==> config.mk <==
export PLATFORM = sky130hd
export DESIGN_NAME = pico_stream_loopback
export DESIGN_NICKNAME = d
export VERILOG_FILES = /design/src/rtl/pico_stream_pkg.sv /design/src/rtl/pico_fwft_fifo.sv /design/src/rtl/pico_stream_loopback.sv
export SDC_FILE = /design/constraint.sdc
export NUM_CORES = 1
export LEC_CHECK = 0
export CAP_MARGIN = 10
export CORE_MARGIN = 10
export CORE_UTILIZATION = 50
export DETAILED_ROUTE_END_ITERATION = 6
export PLACE_DENSITY = 0.74
export SYNTH_ARGS = -nofsm -noshare
export SYNTH_HDL_FRONTEND = slang
export SYNTH_SLANG_ARGS = --single-unit
==> constraint.sdc <==
create_clock -name clk -period 10.67 [get_ports clk]
set_clock_uncertainty 0.05 [all_clocks]
set_input_delay 1.067 -clock clk [delete_from_list [all_inputs] [get_ports clk]]
set_output_delay 1.067 -clock clk [all_outputs]
set_load 0.02 [all_outputs]
==> src/rtl/pico_stream_pkg.sv <==
// Shared definitions for the PicoBus stream loopback endpoint.
//   STREAM_W      : stream word width in bits
//   SIG_HI/SIG_MID: constant signature fields placed in output bits [127:64]
//   stream_word_t : one stream word
//   format_word() : assembles {sig_hi, sig_mid, checksum, payload}
package pico_stream_pkg;

  localparam int unsigned STREAM_W = 128;

  localparam logic [31:0] SIG_HI  = 32'h42424242;
  localparam logic [31:0] SIG_MID = 32'hDEADBEEF;

  typedef logic [STREAM_W-1:0] stream_word_t;

  function automatic stream_word_t format_word(input logic [31:0] sig_hi,
                                               input logic [31:0] sig_mid,
                                               input logic [31:0] checksum,
                                               input logic [31:0] payload);
    return {sig_hi, sig_mid, checksum, payload};
  endfunction

endpackage

==> src/rtl/pico_fwft_fifo.sv <==
// First-word-fall-through FIFO with a registered head output.
//   clk   : system clock, rising edge
//   rst   : asynchronous active-high reset (pointers, count and dout clear)
//   push  : write din this edge (ignored when full)
//   din   : write data
//   full  : occupancy == DEPTH (registered count only)
//   pop   : retire the head this edge (ignored when empty)
//   dout  : current head word; holds its last value while empty
//   empty : occupancy == 0
module pico_fwft_fifo #(
  parameter int unsigned WIDTH = 128,
  parameter int unsigned DEPTH = 16
) (
  input  logic             clk,
  input  logic             rst,
  input  logic             push,
  input  logic [WIDTH-1:0] din,
  output logic             full,
  input  logic             pop,
  output logic [WIDTH-1:0] dout,
  output logic             empty
);

  localparam int unsigned AW = $clog2(DEPTH);
  localparam logic [AW:0] FULL_COUNT = (AW+1)'(DEPTH);

  logic [WIDTH-1:0] mem [DEPTH];

  logic [AW-1:0]    wptr_q, wptr_d;
  logic [AW-1:0]    rptr_q, rptr_d;
  logic [AW:0]      count_q, count_d;
  logic [WIDTH-1:0] dout_q, dout_d;
  logic             push_en, pop_en;

  assign full    = (count_q == FULL_COUNT);
  assign empty   = (count_q == '0);
  assign push_en = push && !full;
  assign pop_en  = pop && !empty;
  assign dout    = dout_q;

  always_comb begin
    wptr_d  = wptr_q + {{(AW-1){1'b0}}, push_en};
    rptr_d  = rptr_q + {{(AW-1){1'b0}}, pop_en};
    count_d = count_q + {{AW{1'b0}}, push_en} - {{AW{1'b0}}, pop_en};
    dout_d  = dout_q;
    // The head is registered so it can be reset to zero. Its next value is the
    // word at the next read pointer; if that slot is being written on this very
    // edge (empty FIFO, or draining the last word while pushing) the incoming
    // word is forwarded.
    if (count_d != '0) begin
      if (push_en && (wptr_q == rptr_d)) begin
        dout_d = din;
      end else begin
        dout_d = mem[rptr_d];
      end
    end
  end

  always_ff @(posedge clk or posedge rst) begin
    if (rst) begin
      wptr_q  <= '0;
      rptr_q  <= '0;
      count_q <= '0;
      dout_q  <= '0;
    end else begin
      wptr_q  <= wptr_d;
      rptr_q  <= rptr_d;
      count_q <= count_d;
      dout_q  <= dout_d;
    end
  end

  // Storage is not reset; stale contents are never visible because the head
  // register is only loaded from slots that hold live data.
  always_ff @(posedge clk) begin
    if (push_en) begin
      mem[wptr_q] <= din;
    end
  end

endmodule

==> src/rtl/pico_stream_loopback.sv <==
// 128-bit stream loopback endpoint (PicoBus host stream ID 1).
// Each accepted host word is tagged with a signature and a running 32-bit
// checksum, queued, and returned in order on the read stream.
//   clk         : system clock, rising edge
//   rst         : asynchronous active-high reset
//   s_in_valid  : host write-stream word valid
//   s_in_rdy    : endpoint can accept a word (FIFO not full, not in reset)
//   s_in_data   : host write-stream word; only bits [31:0] are kept
//   s_out_valid : output word available (FIFO not empty)
//   s_out_rdy   : host consumes the output word
//   s_out_data  : {SIG_HI, SIG_MID, checksum, payload}
module pico_stream_loopback #(
  parameter int unsigned DEPTH   = 16,
  parameter logic [31:0] SIG_HI  = pico_stream_pkg::SIG_HI,
  parameter logic [31:0] SIG_MID = pico_stream_pkg::SIG_MID
) (
  input  logic         clk,
  input  logic         rst,
  input  logic         s_in_valid,
  output logic         s_in_rdy,
  input  logic [127:0] s_in_data,
  output logic         s_out_valid,
  input  logic         s_out_rdy,
  output logic [127:0] s_out_data
);

  import pico_stream_pkg::*;

  logic [31:0]  sum_q, sum_d;
  logic         accept;
  logic         fifo_full, fifo_empty;
  stream_word_t push_word;
  stream_word_t head_word;
  logic         unused_data;

  // Upper payload bits are intentionally dropped.
  assign unused_data = ^s_in_data[127:32];

  // Ready depends only on the registered count, so a same-cycle pop never
  // opens a slot for a push.
  assign s_in_rdy    = !fifo_full && !rst;
  assign s_out_valid = !fifo_empty;
  assign accept      = s_in_valid && s_in_rdy;

  always_comb begin
    sum_d = sum_q;
    if (accept) begin
      sum_d = sum_q + s_in_data[31:0];
    end
  end

  // Checksum field includes the word being pushed.
  assign push_word = format_word(SIG_HI, SIG_MID, sum_d, s_in_data[31:0]);

  always_ff @(posedge clk or posedge rst) begin
    if (rst) begin
      sum_q <= '0;
    end else begin
      sum_q <= sum_d;
    end
  end

  pico_fwft_fifo #(
    .WIDTH (STREAM_W),
    .DEPTH (DEPTH)
  ) u_fifo (
    .clk   (clk),
    .rst   (rst),
    .push  (accept),
    .din   (push_word),
    .full  (fifo_full),
    .pop   (s_out_rdy),
    .dout  (head_word),
    .empty (fifo_empty)
  );

  assign s_out_data = head_word;

endmodule

### Nets reached from selected ports, run 1

(1 px per µm)
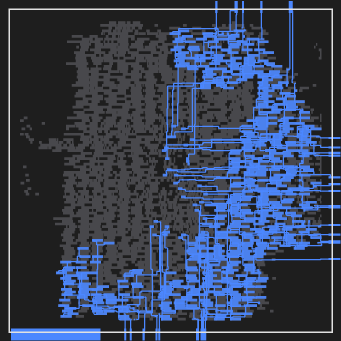
port	color	bits	direction	end cells	buffers	wire
`s_in_data`	blue	128	input	579	35	8760 µm
Ports: 262
port bufs: 133

### Routing congestion, run 1

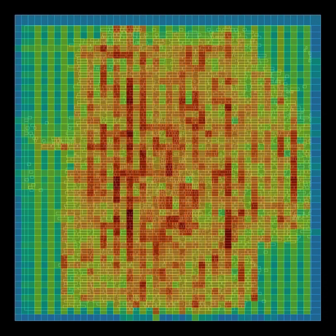
post-layout util: 0.575
global-route usage over all layers: 0.210
post-DR wirelength/cell: 29.2 µm

==> reports/summary.txt, run 1 <==
status = complete, no violations
layout cells sized above 1 = 0.235
Inverters excl. clock = 22
most numerous cell in the Yosys netlist = edfxtp_1
vias in the first global route = 23.9k
Mapped Cells = 2296
Leak = 17.3 nW
Tightest Pin Transition = 1280 ps
Non-clk bufs = 200
largest class = sequential cells
Seq pwr share = 0.373
metal3 WL = 10100 µm
cell count in the Yosys report = 2296
CP peak stage delay = 910 ps
Mapped Area = 45400 µm²
max layer used = met4
area fraction in and, or, nand and nor cells = 0.0336
number of flip-flops in the largest register = 1024
FF-to-FF End = u_fifo.dout[61]$_DFFE_PP0P_
maximum buffer depth of the clock tree = 3
Synth area leaders = edfxtp_1, mux4_2, dfrtp_1
hold path endpoint = u_fifo.dout[42]$_DFFE_PP0P_
router iterations before antenna repair = 5
initial DRC count = 2645
Setup crit end = u_fifo.dout[61]$_DFFE_PP0P_
Worst VDD drop = 0.371 mV
Post-Syn Area per Cell = 19.8 µm²
flop count = 1134
CP Buf/Inv Count = 6
Synth area leader = edfxtp_1
WP data required = 11220 ps
clock network fraction of design power = 0.253
Comb area share = 0.216
combinational gate power = 0.00592 W
Layout Cells excl Fill = 3727
Gate power share = 0.374
first-pass GRT wire length = 161000 µm
largest net degree at the start of global routing = 140
# DRC = 0
clock buffer count = 146
hold_ws = 482 ps
Power Total = 0.0158 W
### Sequential cells colored by netlist name, run 1

(1 px per µm) Other sequential cells in the stronger gray, the rest of the logic in the fainter gray.
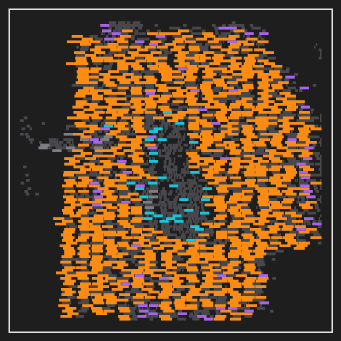
name in the netlist	color	sequential cells
`u_fifo.mem`	orange	1024
`u_fifo.dout`	purple	65
`sum_q`	cyan	32
fraction of standard cell area that is sequential: 0.646
FF+latch area: 33500 µm²
sequential logic power: 0.00589 W

### Routed metal, one color a layer, run 1

(1 px per µm)
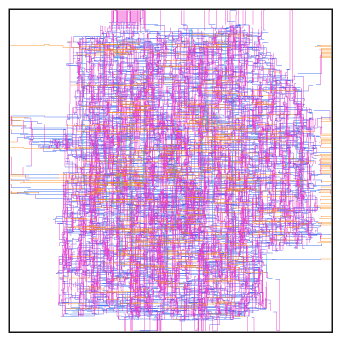
layer	color	wire length
M1	blue	42.0 mm
M2	magenta	54.3 mm
M3	orange	10100 µm
M4	cyan	2330 µm
Via Count: 23.2k
WL final: 109000 µm

==> run 1 -> run 2 <==
==> constraint.sdc (replaced) <==
create_clock -name clk -period 6.2 [get_ports clk]
set_clock_uncertainty 0.05 [all_clocks]
set_input_delay 0.62 -clock clk [delete_from_list [all_inputs] [get_ports clk]]
set_output_delay 0.62 -clock clk [all_outputs]
set_load 0.02 [all_outputs]
### Routed metal, one color a layer, run 2

(1 px per µm)
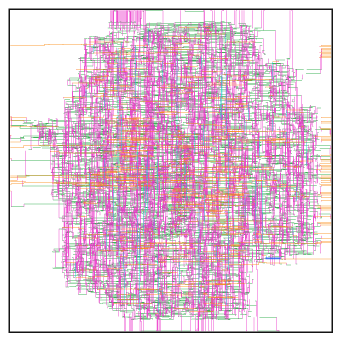
layer	color	wire length
M4	cyan	2060 µm
M1	green	41.0 mm
M3	orange	9010 µm
M2	magenta	54.3 mm
M5	blue	13.8 µm
post-DR wirelength/cell: 28.4 µm
Via Count: 22.9k
global-route usage over all layers: 0.206

==> run 2 against run 1 <==
Clock power increased by 75%. Worst setup slack lost 2600 ps. Worst hold slack worse by 38 ps. Critical path depth rose by 2. First-iteration DRC count is 0.72% higher. Sequential power increased by 71%. Critical path type is now register to register. Sequential cell count stayed put. Synthesized cell count did not move.
==> reports/summary.txt, run 2 <==
status = complete, no violations
grt total ovfl = 0
most numerous cell in the Yosys netlist = edfxtp_1
clock network fraction of design power = 0.256 (+0.003)
FF-to-FF End = u_fifo.dout[63]$_DFFE_PP0P_
sequential logic power = 0.0101 W (+71%)
CTS tree = built
flop count = 1134 (unchanged)
Leak = 17.4 nW (+0.62%)
Post-Syn Area per Cell = 19.8 µm² (unchanged)
Layout Cells excl Fill = 3742 (+0.40%)
CP peak stage delay = 680 ps (-230 ps)
post-layout util = 0.579 (+0.00358)
Comb area share = 0.215 (-0.000782)
router iterations before antenna repair = 6 (+1)
maximum buffer depth of the clock tree = 3 (unchanged)
Reg2Reg Setup Slack = 1800 ps
Synth area leaders = edfxtp_1, mux4_2, dfrtp_1
initial DRC count = 2664 (+0.72%)
Worst EP arrival = 4930 ps
Setup crit end = u_fifo.dout[63]$_DFFE_PP0P_
combinational gate power = 0.0102 W (+72%)
Gate power share = 0.372 (-0.002)
hold_ws = 444 ps (-38.4 ps)
clock buffer count = 136 (-6.8%)
Mapped Cells = 2296 (unchanged)
vias in the first global route = 23.9k (-0.15%)
Main logic family = multiplexers
Mapped Area = 45400 µm² (unchanged)
max layer used = met5
first-pass GRT wire length = 158000 µm (-1.4%)
largest class = sequential cells
Root Driver = clkbuf_16
CP Buf/Inv Count = 5 (-1)
metal3 WL = 9010 µm (-11%)
Worst VDD drop = 0.611 mV (+65%)
WP data required = 6720 ps (-4500 ps)
reg-to-reg critical path startpoint = u_fifo.count_q[2]$_DFF_PP0_
Setup WS pre-CTS = 1180 ps
WL final = 106000 µm (-2.2%)
Period minus WS final = 4400 ps
Inverters excl. clock = 22 (unchanged)
### Pin map, run 2

Pins as bars across the die edge, other pins in gray.
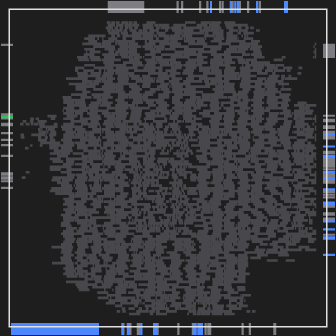
port	color	pins	direction	edge
`s_in_data`	blue	128	input	107 bottom, 14 right, 7 top
`s_out_rdy`	green	1	input	left
DIE WIDTH: 321 µm
die span in y: 321 µm

No activity file was given, so power comes from the tool's default toggle rates.
